===== src/rtl/cursor_pkg.sv =====
// ----------------------------------------------------------------------------
// cursor_pkg
// Shared definitions for the cursor controller slice.
//
// Contents:
//   - Default screen and cursor geometry (used as parameter defaults).
//   - Datapath widths for positions, deltas, accumulators and the
//     signed arithmetic used when applying motion.
//   - Field positions of the cursor's sprite-table word.
//   - cursor_state_t, the frame-commit FSM state type.
//   - pack_table(), which assembles a sprite-table word from id/x/y.
// ----------------------------------------------------------------------------
package cursor_pkg;

   // Default geometry. The controller exposes these as overridable parameters.
   localparam int SCREEN_W_DEF = 640;
   localparam int SCREEN_H_DEF = 480;
   localparam int CURSOR_W_DEF = 11;
   localparam int CURSOR_H_DEF = 11;
   localparam int ACC_MAX_DEF  = 255;
   localparam logic [5:0] CURSOR_ID_DEF = 6'd1;

   // Datapath widths.
   localparam int POS_W   = 10;
   localparam int DELTA_W = 9;
   localparam int ACC_W   = 10;
   localparam int CALC_W  = 12;
   localparam int ID_W    = 6;

   // Motion above this magnitude is doubled when acceleration is enabled.
   localparam int ACCEL_THRESH = 32;

   // Sprite-table word field slices.
   localparam int ID_HI = 31;
   localparam int ID_LO = 26;
   localparam int X_HI  = 23;
   localparam int X_LO  = 14;
   localparam int Y_HI  = 13;
   localparam int Y_LO  = 4;

   typedef enum logic [1:0] {
      IDLE   = 2'd0,
      APPLY  = 2'd1,
      COMMIT = 2'd2
   } cursor_state_t;

   // Bits [25:24] and [3:0] of the word are reserved and always zero.
   function automatic logic [31:0] pack_table(
      input logic [ID_W-1:0]  id,
      input logic [POS_W-1:0] x,
      input logic [POS_W-1:0] y
   );
      logic [31:0] word;
      word              = '0;
      word[ID_HI:ID_LO] = id;
      word[X_HI:X_LO]   = x;
      word[Y_HI:Y_LO]   = y;
      return word;
   endfunction

endpackage


===== src/rtl/sat_acc.sv =====
// ----------------------------------------------------------------------------
// sat_acc
// Signed saturating accumulator for pending cursor motion on one axis.
// Each accepted delta is added to the running total, and the total is held
// within [-ACC_MAX, +ACC_MAX] so a burst of fast motion cannot wrap around.
//
// Ports:
//   clk     in   clock
//   reset   in   synchronous active-high reset, clears the total
//   clear   in   discard the total (used once the motion has been applied)
//   add_en  in   add delta this cycle
//   delta   in   signed motion delta
//   acc     out  signed saturated running total
// ----------------------------------------------------------------------------
module sat_acc #(
   parameter int ACC_MAX = 255,
   parameter int DELTA_W = 9,
   parameter int ACC_W   = 10
) (
   input  logic                      clk,
   input  logic                      reset,
   input  logic                      clear,
   input  logic                      add_en,
   input  logic signed [DELTA_W-1:0] delta,
   output logic signed [ACC_W-1:0]   acc
);

   // One extra bit so the raw sum of two in-range values never overflows.
   localparam int SUM_W = ACC_W + 1;
   localparam logic signed [SUM_W-1:0] POS_LIMIT = SUM_W'(ACC_MAX);
   localparam logic signed [SUM_W-1:0] NEG_LIMIT = -SUM_W'(ACC_MAX);

   logic signed [SUM_W-1:0] sum;
   logic signed [ACC_W-1:0] acc_next;

   // Sign-extend both operands, add, then pin the result to the limits.
   always_comb begin
      sum = {acc[ACC_W-1], acc}
          + {{(SUM_W-DELTA_W){delta[DELTA_W-1]}}, delta};
      if (sum > POS_LIMIT) begin
         acc_next = ACC_W'(POS_LIMIT);
      end else if (sum < NEG_LIMIT) begin
         acc_next = ACC_W'(NEG_LIMIT);
      end else begin
         acc_next = ACC_W'(sum);
      end
   end

   // Clearing wins over adding; the controller never requests both at once
   // because requests are only accepted while the FSM is idle.
   always_ff @(posedge clk) begin
      if (reset) begin
         acc <= '0;
      end else if (clear) begin
         acc <= '0;
      end else if (add_en) begin
         acc <= acc_next;
      end
   end

endmodule


===== src/rtl/cursor_ctrl.sv =====
// ----------------------------------------------------------------------------
// cursor_ctrl
// Owns the cursor sprite's sprite-table word. Motion requests from the input
// decoders are accumulated between frames, applied and clamped to the screen
// at the frame-sync pulse, and committed once per frame so the cursor never
// tears mid-frame.
//
// Optional feature: define CURSOR_ACCEL_EN to double any pending motion whose
// magnitude exceeds 32 before it is applied. Undefined, motion is 1:1.
//
// Ports:
//   Clk         in   system clock
//   Reset       in   synchronous active-high reset
//   frame_sync  in   one-cycle pulse at the start of vertical blank
//   move_valid  in   motion request present
//   move_ready  out  request accepted this cycle (only while idle)
//   move_dx     in   signed X delta
//   move_dy     in   signed Y delta
//   hide        in   1 forces the sprite id to 0 at the next commit
//   btn         in   raw button level
//   table_val   out  sprite-table word {id, 2'b0, x, y, 4'b0}
//   cursor_x    out  committed right-edge X
//   cursor_y    out  committed top Y
//   click       out  one-cycle pulse on a committed button press
//   busy        out  high while applying or committing a frame
// ----------------------------------------------------------------------------
module cursor_ctrl
   import cursor_pkg::*;
#(
   parameter int         SCREEN_W  = SCREEN_W_DEF,
   parameter int         SCREEN_H  = SCREEN_H_DEF,
   parameter int         CURSOR_W  = CURSOR_W_DEF,
   parameter int         CURSOR_H  = CURSOR_H_DEF,
   parameter int         ACC_MAX   = ACC_MAX_DEF,
   parameter logic [5:0] CURSOR_ID = CURSOR_ID_DEF
) (
   input  logic                      Clk,
   input  logic                      Reset,
   input  logic                      frame_sync,
   input  logic                      move_valid,
   output logic                      move_ready,
   input  logic signed [DELTA_W-1:0] move_dx,
   input  logic signed [DELTA_W-1:0] move_dy,
   input  logic                      hide,
   input  logic                      btn,
   output logic [31:0]               table_val,
   output logic [POS_W-1:0]          cursor_x,
   output logic [POS_W-1:0]          cursor_y,
   output logic                      click,
   output logic                      busy
);

   // The cursor's X is its right edge, so the sprite stays fully on screen
   // when X lies in [CURSOR_W, SCREEN_W]; Y is its top edge.
   localparam logic signed [CALC_W-1:0] X_MIN = CALC_W'(CURSOR_W);
   localparam logic signed [CALC_W-1:0] X_MAX = CALC_W'(SCREEN_W);
   localparam logic signed [CALC_W-1:0] Y_MIN = '0;
   localparam logic signed [CALC_W-1:0] Y_MAX = CALC_W'(SCREEN_H - CURSOR_H);
   localparam logic [POS_W-1:0] X_HOME = POS_W'(SCREEN_W / 2);
   localparam logic [POS_W-1:0] Y_HOME = POS_W'(SCREEN_H / 2);

   cursor_state_t state, state_next;

   logic                    apply_en;
   logic                    commit_en;
   logic                    transfer;
   logic signed [ACC_W-1:0] acc_x;
   logic signed [ACC_W-1:0] acc_y;

   logic signed [CALC_W-1:0] eff_x, eff_y;
   logic signed [CALC_W-1:0] sum_x, sum_y;
   logic signed [CALC_W-1:0] clamp_x, clamp_y;

   logic [POS_W-1:0] nx_r, ny_r;
   logic             btn_now;
   logic             btn_prev;

   function automatic logic signed [CALC_W-1:0] clamp_range(
      input logic signed [CALC_W-1:0] v,
      input logic signed [CALC_W-1:0] lo,
      input logic signed [CALC_W-1:0] hi
   );
      if (v < lo) begin
         return lo;
      end else if (v > hi) begin
         return hi;
      end
      return v;
   endfunction

   // State register.
   always_ff @(posedge Clk) begin
      if (Reset) begin
         state <= IDLE;
      end else begin
         state <= state_next;
      end
   end

   // Next-state logic: a frame walks IDLE -> APPLY -> COMMIT -> IDLE, and
   // frame_sync pulses seen outside IDLE are simply dropped.
   always_comb begin
      state_next = state;
      case (state)
         IDLE:    if (frame_sync) state_next = APPLY;
         APPLY:   state_next = COMMIT;
         COMMIT:  state_next = IDLE;
         default: state_next = IDLE;
      endcase
   end

   // Output decode. Requests are only taken while idle, which guarantees the
   // accumulators are stable for the whole APPLY/COMMIT sequence.
   always_comb begin
      move_ready = 1'b0;
      busy       = 1'b1;
      apply_en   = 1'b0;
      commit_en  = 1'b0;
      case (state)
         IDLE: begin
            move_ready = 1'b1;
            busy       = 1'b0;
         end
         APPLY:   apply_en  = 1'b1;
         COMMIT:  commit_en = 1'b1;
         default: busy      = 1'b0;
      endcase
   end

   assign transfer = move_valid & move_ready;

   // A transfer in the same cycle as frame_sync lands in the accumulator on
   // the IDLE->APPLY edge, so APPLY already sees it and it joins this frame.
   sat_acc #(
      .ACC_MAX (ACC_MAX),
      .DELTA_W (DELTA_W),
      .ACC_W   (ACC_W)
   ) u_acc_x (
      .clk    (Clk),
      .reset  (Reset),
      .clear  (apply_en),
      .add_en (transfer),
      .delta  (move_dx),
      .acc    (acc_x)
   );

   sat_acc #(
      .ACC_MAX (ACC_MAX),
      .DELTA_W (DELTA_W),
      .ACC_W   (ACC_W)
   ) u_acc_y (
      .clk    (Clk),
      .reset  (Reset),
      .clear  (apply_en),
      .add_en (transfer),
      .delta  (move_dy),
      .acc    (acc_y)
   );

   // New position in 12-bit signed arithmetic. With acceleration the pending
   // motion can reach twice ACC_MAX, which still fits comfortably.
   always_comb begin
      eff_x = CALC_W'(acc_x);
      eff_y = CALC_W'(acc_y);
`ifdef CURSOR_ACCEL_EN
      if (eff_x > CALC_W'(ACCEL_THRESH) || eff_x < -CALC_W'(ACCEL_THRESH)) begin
         eff_x = eff_x <<< 1;
      end
      if (eff_y > CALC_W'(ACCEL_THRESH) || eff_y < -CALC_W'(ACCEL_THRESH)) begin
         eff_y = eff_y <<< 1;
      end
`else
`endif
      sum_x   = $signed({2'b00, cursor_x}) + eff_x;
      sum_y   = $signed({2'b00, cursor_y}) + eff_y;
      clamp_x = clamp_range(sum_x, X_MIN, X_MAX);
      clamp_y = clamp_range(sum_y, Y_MIN, Y_MAX);
   end

   // APPLY captures the clamped position and the button level; COMMIT then
   // publishes them together so the ROM sees one consistent word per frame.
   always_ff @(posedge Clk) begin
      if (Reset) begin
         nx_r      <= X_HOME;
         ny_r      <= Y_HOME;
         btn_now   <= 1'b0;
         btn_prev  <= 1'b0;
         cursor_x  <= X_HOME;
         cursor_y  <= Y_HOME;
         table_val <= pack_table(CURSOR_ID, X_HOME, Y_HOME);
         click     <= 1'b0;
      end else begin
         click <= 1'b0;
         if (apply_en) begin
            nx_r    <= POS_W'(clamp_x);
            ny_r    <= POS_W'(clamp_y);
            btn_now <= btn;
         end
         if (commit_en) begin
            cursor_x  <= nx_r;
            cursor_y  <= ny_r;
            table_val <= pack_table(hide ? 6'd0 : CURSOR_ID, nx_r, ny_r);
            click     <= btn_now & ~btn_prev;
            btn_prev  <= btn_now;
         end
      end
   end

endmodule


===== config.mk =====
export PLATFORM = sky130hd
export DESIGN_NAME = cursor_ctrl
export DESIGN_NICKNAME = d
export VERILOG_FILES = /design/src/rtl/cursor_pkg.sv /design/src/rtl/sat_acc.sv /design/src/rtl/cursor_ctrl.sv
export SDC_FILE = /design/constraint.sdc
export NUM_CORES = 1
export LEC_CHECK = 0
export ABC_AREA = 1
export CAP_MARGIN = 10
export CORE_MARGIN = 5
export CORE_UTILIZATION = 56
export CTS_CLUSTER_DIAMETER = 200
export CTS_CLUSTER_SIZE = 8
export DETAILED_ROUTE_END_ITERATION = 10
export HOLD_SLACK_MARGIN = 0.03
export PLACE_DENSITY_LB_ADDON = 0.08
export SLEW_MARGIN = 20
export SYNTH_ARGS = -nofsm -noshare
export SYNTH_HDL_FRONTEND = slang
export SYNTH_SLANG_ARGS = --single-unit

===== constraint.sdc =====
create_clock -name Clk -period 2.3 [get_ports Clk]
set_clock_uncertainty 0.05 [all_clocks]
set_input_delay 0.345 -clock Clk [delete_from_list [all_inputs] [get_ports Clk]]
set_output_delay 0.345 -clock Clk [all_outputs]
set_load 0.05 [all_outputs]

==> run_1/util_map.png <==
(3 px per um) 11 x 11 tiles, from white (low) to dark blue (high), 0 to 100% covered.
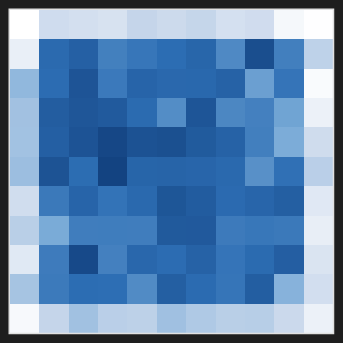
tiles over 75% full = 41%
nearly empty tiles = 1.7%
mean over tiles = 57%
fullest tile = 93%
emptiest ninth of the die = upper right
densest ninth of the die = center
starting density of the core: 0.575
area of the core: 9280 um2

==> run_1/layers.png <==
(4 px per um)
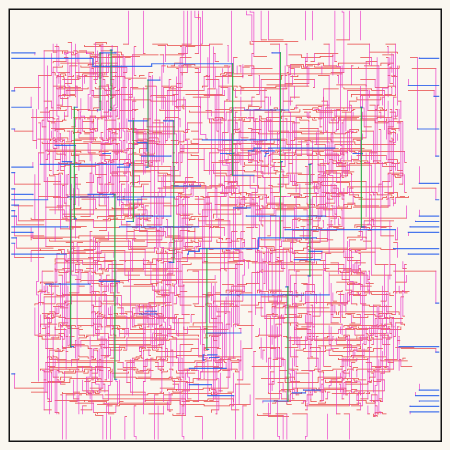
green -> M4  # wire length 417 um
red -> M1  # wire length 6180 um
magenta -> M2  # wire length 7570 um
blue -> M3  # wire length 648 um
overall fraction of global-route tracks in use: 0.255
number of vias after detailed routing: 5689
final routed wirelength across all metal layers: 14800 um

==> run_1/ff_map.png <==
(4 px per um)
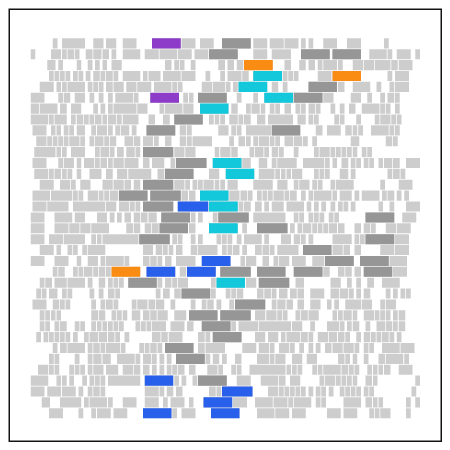
cyan -> ny_r  # placed flops 10
purple -> state  # placed flops 2
orange -> table_val  # placed flops 3
blue -> cursor_x  # placed flops 9, where bottom center
not colored = 42
Finished Core Util: 0.735
area used by sequential logic in the layout: 1340 um2
flop share of the area: 0.196
sequential group power: 1.43 mW

==> run_1/m4.png <==
(6 px per um) Supply wires on this layer in gray.
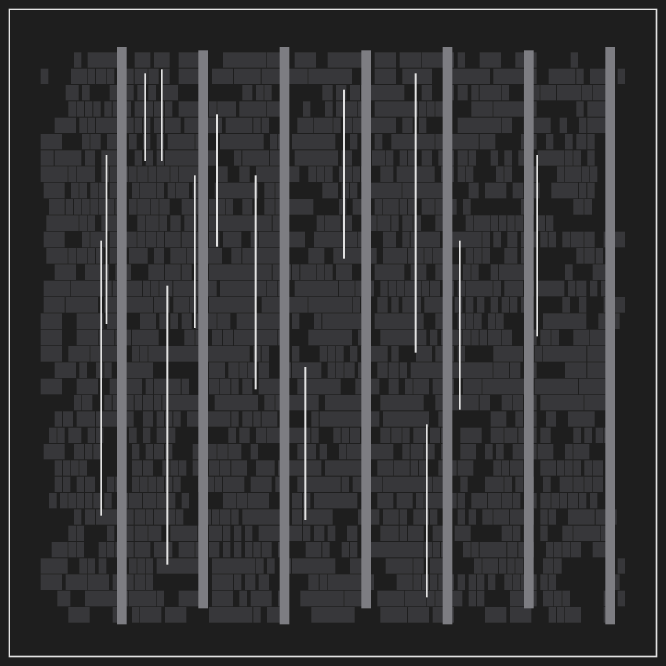
share of all routed wire = 2.8%
main direction = vertical
nets with wire on the layer = 13
wire length on this layer = 417 um
longest straight run = 46.2 um

==> results.py, run 1 <==
# Metrics from the implementation run
metrics = {
    "run_status": {
        "run_status": "complete, no violations",
    },
    "final_timing": {
        "final_hold_viol_count": 0,
        "total_setup_violations_reported_at_the_end_of_the_flow": 0,
        "worst_slew_margin_rel": 0.659,
        "worst_pin_slew_ns": 0.510,
        "layout_worst_path_cycle_share": 0.964,
        "fin_setup_tns_ns": 0,
        "achievable-frequency_ghz": 0.451,
    },
    "power_and_ir_drop": {
        "comb_power_mw": 2.80,
        "power.static_leakage_nw": 3.53,
        "post-layout-total-power_mw": 5.06,
        "switchingPower_mw": 2.32,
        "pwr-share-comb": 0.555,
    },
    "clocking": {
        "number_of_cts_inserted_buffers": 9,
        "htree_num_levels": 3,
        "cts_tree": "done",
        "clkTransAtPathRegs_ns": 0.08,
        "cts_hold_buf": 0,
        "cts-root-buf": "sky130_fd_sc_hd__clkbuf_8",
    },
    "yosys": {
        "syn_inst": 861,
        "yosys-top-cells-area": "sky130_fd_sc_hd__dfxtp_1 25%, sky130_fd_sc_hd__nand2_1 19%, sky130_fd_sc_hd__ha_1 11%, sky130_fd_sc_hd__inv_1 7.7%, sky130_fd_sc_hd__nor2_1 6.6%",
        "yosys_most_used_dff": "sky130_fd_sc_hd__dfxtp_1",
        "synth-adder-area-share": 0.121,
        "synth.lib_cells_used.distinct": 34,
        "post_synth_ao_oa_area_fraction": 0.0987,
        "synthArstFlopShare": 0,
        "synthXorXnorAreaFrac": 0.0145,
        "synth.area.mux_share": 0,
        "post_synth.cell_area_avg_um2": 6.20,
        "synth_area_leader_cell": "sky130_fd_sc_hd__dfxtp_1",
        "enable_flop_cells": 0,
        "mappedNetlistArea_um2": 5340,
    },
    "detailed_routing": {
        "routedLengthMet1_um": 6180,
        "dr.max_layer_used": "met4",
        "drt_pass1_iterations": 5,
        "dr_wl_met3_um": 647,
        "remaining_drc_errors": 0,
        "wl_met2_um": 7570,
        "antenna_left": 0,
    },
    "hold_path": {
        "holdPathStages": 1,
        "timing.hold.worst.start": "btn_prev$_SDFFE_PP0N_",
    },
    "critical_path": {
        "cpPeakStageDelay_ns": 0.39,
        "worst-path-buf-inv": 4,
        "critical_path.endpoint_type": "flop",
        "critPathArrivalTime_ns": 2.44,
        "number_of_cells_on_the_critical_path": 12,
    },
    "grt": {
        "grt_antenna_before_repair": 0,
        "first_global_vias": 5472,
        "grt.overflow.total": 0,
        "grt_max_degree": 27,
    },
    "floorplan": {
        "die.size.y_um": 108,
        "placementRows": 35,
        "chipWidth_um": 108,
        "floorplan.io_pins": 79,
    },
    "cells_and_area": {
        "drive_gt1_frac": 0.183,
        "syn2layout_area_growth_pct": 27.9,
        "diodes": 0,
    },
    "flow_run": {
        "warning_count": 31,
    },
    "placement": {
        "detailed_place_hpwl_um": 11900,
    },
}
run 1: final cells by class:
cell class | instances | area (um2)
clock buffer | 10 | 128
clock inverter | 5 | 32.5
fill | 800 | 2460
inverter | 120 | 453
multi-input combinational | 642 | 3520
sequential | 66 | 1340
tap | 129 | 161
timing repair buffer | 136 | 1200
run 1: registers in the layout, summed over array words and instances, names as in the netlist:
name and flops:
nx_r 10, ny_r 10, u_acc_x.acc 10, u_acc_y.acc 10, cursor_x 9, cursor_y 9, table_val 3, state 2
btn_now 1, btn_prev 1, click 1
run 1: Yosys cell counts (4+ instances only):
cell and number:
sky130_fd_sc_hd__ha_1 45, sky130_fd_sc_hd__nor3_1 5, sky130_fd_sc_hd__xnor2_1 4, sky130_fd_sc_hd__clkbuf_1 11
sky130_fd_sc_hd__nand3b_1 9, sky130_fd_sc_hd__inv_1 110, sky130_fd_sc_hd__o21bai_1 4, sky130_fd_sc_hd__buf_4 31
sky130_fd_sc_hd__fa_1 4, sky130_fd_sc_hd__nor2_1 94, sky130_fd_sc_hd__nand3_2 4, sky130_fd_sc_hd__nand2_2 10
sky130_fd_sc_hd__nand3_1 70, sky130_fd_sc_hd__dfxtp_1 66, sky130_fd_sc_hd__a21oi_1 39, sky130_fd_sc_hd__o21ai_0 39
sky130_fd_sc_hd__nand2_1 264, sky130_fd_sc_hd__o21ai_1 6, sky130_fd_sc_hd__inv_2 10, sky130_fd_sc_hd__nand4_1 13
run 1: what timing repair did:
item / in CTS / in global routing
buffers inserted: 0 / 1
gates resized: 2 / 69
endpoints found under the hold margin: 0 / 0
pin swaps: 0 / 27
setup endpoints to repair: 4 / 37
run 1: layer usage:
metal  vias to the layer above  global-route usage
met5                         -                   0
met4                         0              0.0893
met3                        32              0.0366
met2                       150               0.466
met1                      2580               0.301
li1                       2927                   -
==> run 2, diff against run 1 <==
--- a/config.mk
+++ b/config.mk
@@ -14,6 +14,7 @@
 export DETAILED_ROUTE_END_ITERATION = 10
 export HOLD_SLACK_MARGIN = 0.03
 export PLACE_DENSITY_LB_ADDON = 0.08
+export SKIP_CTS_REPAIR_TIMING = 1
 export SLEW_MARGIN = 20
 export SYNTH_ARGS = -nofsm -noshare
 export SYNTH_HDL_FRONTEND = slang
==> run_2/clock_nets.png <==
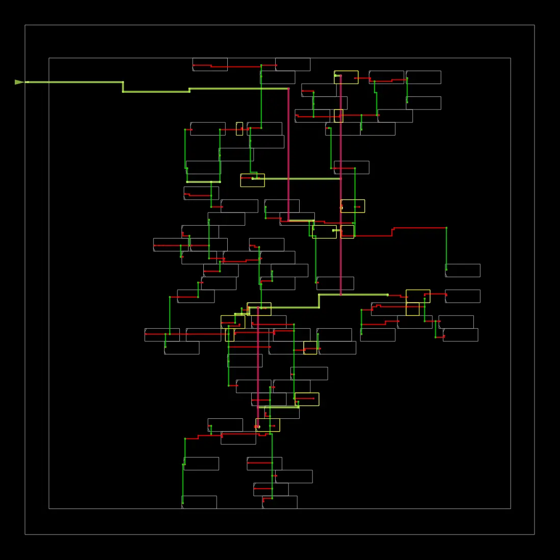
number of clock-tree buffers in the layout: 10
power of the clock network: 820 uW

==> run_2/util_map.png <==
(3 px per um) 11 x 11 tiles, from white (low) to dark blue (high), 0 to 100% covered.
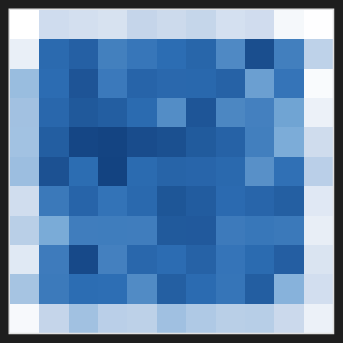
tiles over 75% full = 41%
fullest tile = 93%
densest ninth of the die = center
mean over tiles = 57%
nearly empty tiles = 1.7%
Finished Core Util: 0.735

==> results.py, run 2 <==
# Metrics from the implementation run
metrics = {
    "cells_and_area": {
        "syn2layout_area_growth_pct": 27.9,
        "layout.filler_cells": 797,
        "nNetsFinal": 1048,
        "mostFrequentLayoutCells": "253 x sky130_fd_sc_hd__nand2_1, 106 x sky130_fd_sc_hd__inv_1, 89 x sky130_fd_sc_hd__nor2_1",
        "drive_gt1_frac": 0.181,
        "final_area_um2": 6820,
        "diodes": 0,
    },
    "grt": {
        "first_global_vias": 5471,
        "grt_first_pass_wirelength_um": 24000,
        "grt_max_degree": 27,
        "grt_antenna_before_repair": 0,
        "global_route.usage.total": 0.254,
        "grt.overflow.total": 0,
    },
    "clocking": {
        "cts-root-buf": "sky130_fd_sc_hd__clkbuf_8",
        "cts_max_path_buffers": 2,
        "cts_tree": "done",
        "htree_num_levels": 3,
        "cts_num_sinks": 66,
        "number_of_cts_inserted_buffers": 9,
        "clkTransAtPathRegs_ns": 0.07,
    },
    "floorplan": {
        "design.core.area_um2": 9280,
        "floorplan.io_pins": 79,
        "chipWidth_um": 108,
        "die_area_um2": 11600,
        "floorplan.initialDensity": 0.575,
        "placementRows": 35,
        "die.size.y_um": 108,
    },
    "power_and_ir_drop": {
        "switchingPower_mw": 2.33,
        "power.ir.vdd_worst_v": 0.000351,
        "power-per-cell-area_nw_per_um2": 742,
        "post-layout-total-power_mw": 5.06,
        "power.internal_mw": 2.73,
        "power.share.clock": 0.162,
        "pwr-share-comb": 0.556,
        "power.static_leakage_nw": 3.53,
    },
    "detailed_routing": {
        "dr.first_iter.drc_count": 237,
        "detail_route.wirelength_um": 14900,
        "drt_pass1_iterations": 5,
        "route.vias.total": 5683,
        "remaining_drc_errors": 0,
        "antenna_left": 0,
    },
    "yosys": {
        "synthXorXnorAreaFrac": 0.0145,
        "synth.lib_cells_used.distinct": 34,
        "synth.most_common_cell": "sky130_fd_sc_hd__nand2_1",
        "synth-adder-area-share": 0.121,
        "synth.area.mux_share": 0,
        "yosys_most_used_dff": "sky130_fd_sc_hd__dfxtp_1",
        "post_synth_ao_oa_area_fraction": 0.0987,
        "post_synth.cell_area_avg_um2": 6.20,
        "synth_warnings": 0,
        "yosys-top-cells-area": "sky130_fd_sc_hd__dfxtp_1 25%, sky130_fd_sc_hd__nand2_1 19%, sky130_fd_sc_hd__ha_1 11%, sky130_fd_sc_hd__inv_1 7.7%, sky130_fd_sc_hd__nor2_1 6.6%",
        "top_area_frac": 0.248,
        "syn_inst": 861,
        "yosys-top-cells-count": "264 x sky130_fd_sc_hd__nand2_1, 110 x sky130_fd_sc_hd__inv_1, 94 x sky130_fd_sc_hd__nor2_1, 70 x sky130_fd_sc_hd__nand3_1, 66 x sky130_fd_sc_hd__dfxtp_1",
        "synthArstFlopShare": 0,
        "synth_area_leader_cell": "sky130_fd_sc_hd__dfxtp_1",
        "top_logic_kind": "simple AND/OR/NAND/NOR gates",
        "enable_flop_cells": 0,
        "seq_share_synth": 0.248,
        "mappedNetlistArea_um2": 5340,
    },
    "final_timing": {
        "achievable-frequency_ghz": 0.447,
        "worst_pin_slew_ns": 0.510,
        "total_setup_violations_reported_at_the_end_of_the_flow": 0,
        "final_hold_viol_count": 0,
        "grt_setup_unrepaired": "true",
        "layout_worst_path_cycle_share": 0.973,
        "fin_setup_tns_ns": 0,
        "worst_slew_margin_rel": 0.659,
        "slew_viol_final": 0,
    },
    "hold_path": {
        "min-delay-path-class": "flop to flop",
    },
    "placement": {
        "detailed_place_hpwl_um": 11900,
        "globalplace.congestion": 0.927,
        "port_buffers": 67,
        "placement.setup.worst_slack_ns": -0.378,
    },
    "critical_path": {
        "critPathArrivalTime_ns": 2.45,
        "path_delay_family": "adder cells",
        "worst-path-buf-inv": 4,
        "crit_fanout": 8,
        "cpPeakStageDelay_ns": 0.39,
        "critical_path.endpoint_type": "flop",
        "cp_data_required_time_ns": 2.51,
    },
    "flow_run": {
        "warning_count": 31,
        "max_cap_violations": 0,
    },
    "run_status": {
        "run_status": "complete, no violations",
    },
}
==> run 2: power groups by stage <==
stage	sequential, mW	clock, mW	combinational [mW]
after floorplan	1.52	0	1.73
after global placement	1.44	0	2.57
after detailed placement	1.44	0	2.63
after CTS	1.42	0.830	2.64
after global routing	1.44	0.876	3.10
final	1.43	0.820	2.81
==> run 2: cells by family (layout without fill, tap and decap cells) <==
kind of cell               Yosys count  in the layout
AOI/OAI and AO/OA                   98             98
xor gates and xnor gates             8              8
adders and majority gates           49             49
buffers and inverters              163            271
DFF                                 66             66
other                                1             11
and+or+nand+nor                    476            476
==> run 2: path summary, 6_finish.rpt <==
kind                                                   from                           to  slack, ns  depth (start not counted)
worst max-delay path            u_acc_x.acc[0]$_SDFFE_PP0P_  u_acc_x.acc[3]$_SDFFE_PP0P_       0.06                         12
worst min-delay path                  btn_prev$_SDFFE_PP0N_             click$_SDFF_PP0_       0.38                          1
worst max register to register  u_acc_x.acc[0]$_SDFFE_PP0P_  u_acc_x.acc[3]$_SDFFE_PP0P_       0.06                         12
worst min register to register        btn_prev$_SDFFE_PP0N_             click$_SDFF_PP0_       0.38                          1
==> run 2: layer usage <==
| layer | up-vias | track usage | share of wire |
|---|---|---|---|
| met1 | 2574 | 0.302 | 0.42 |
| met3 | 36 | 0.0366 | 0.041 |
| met2 | 148 | 0.463 | 0.51 |
| met5 | - | 0 | 0 |
| met4 | 0 | 0.0893 | 0.030 |
| li1 | 2925 | - | - |
==> run 2: final cells by class <==
cell class              count  area, um2  area share
clock inverters             5       32.5     0.00477
multi-input cells         642       3520       0.515
repair buffers            136       1200       0.175
inverters                 120        453      0.0664
well taps                 129        161      0.0237
clock buffers              10        128      0.0187
flip-flops and latches     66       1340       0.196
Power figures rest on the tool's default switching activity, not on a simulated workload.
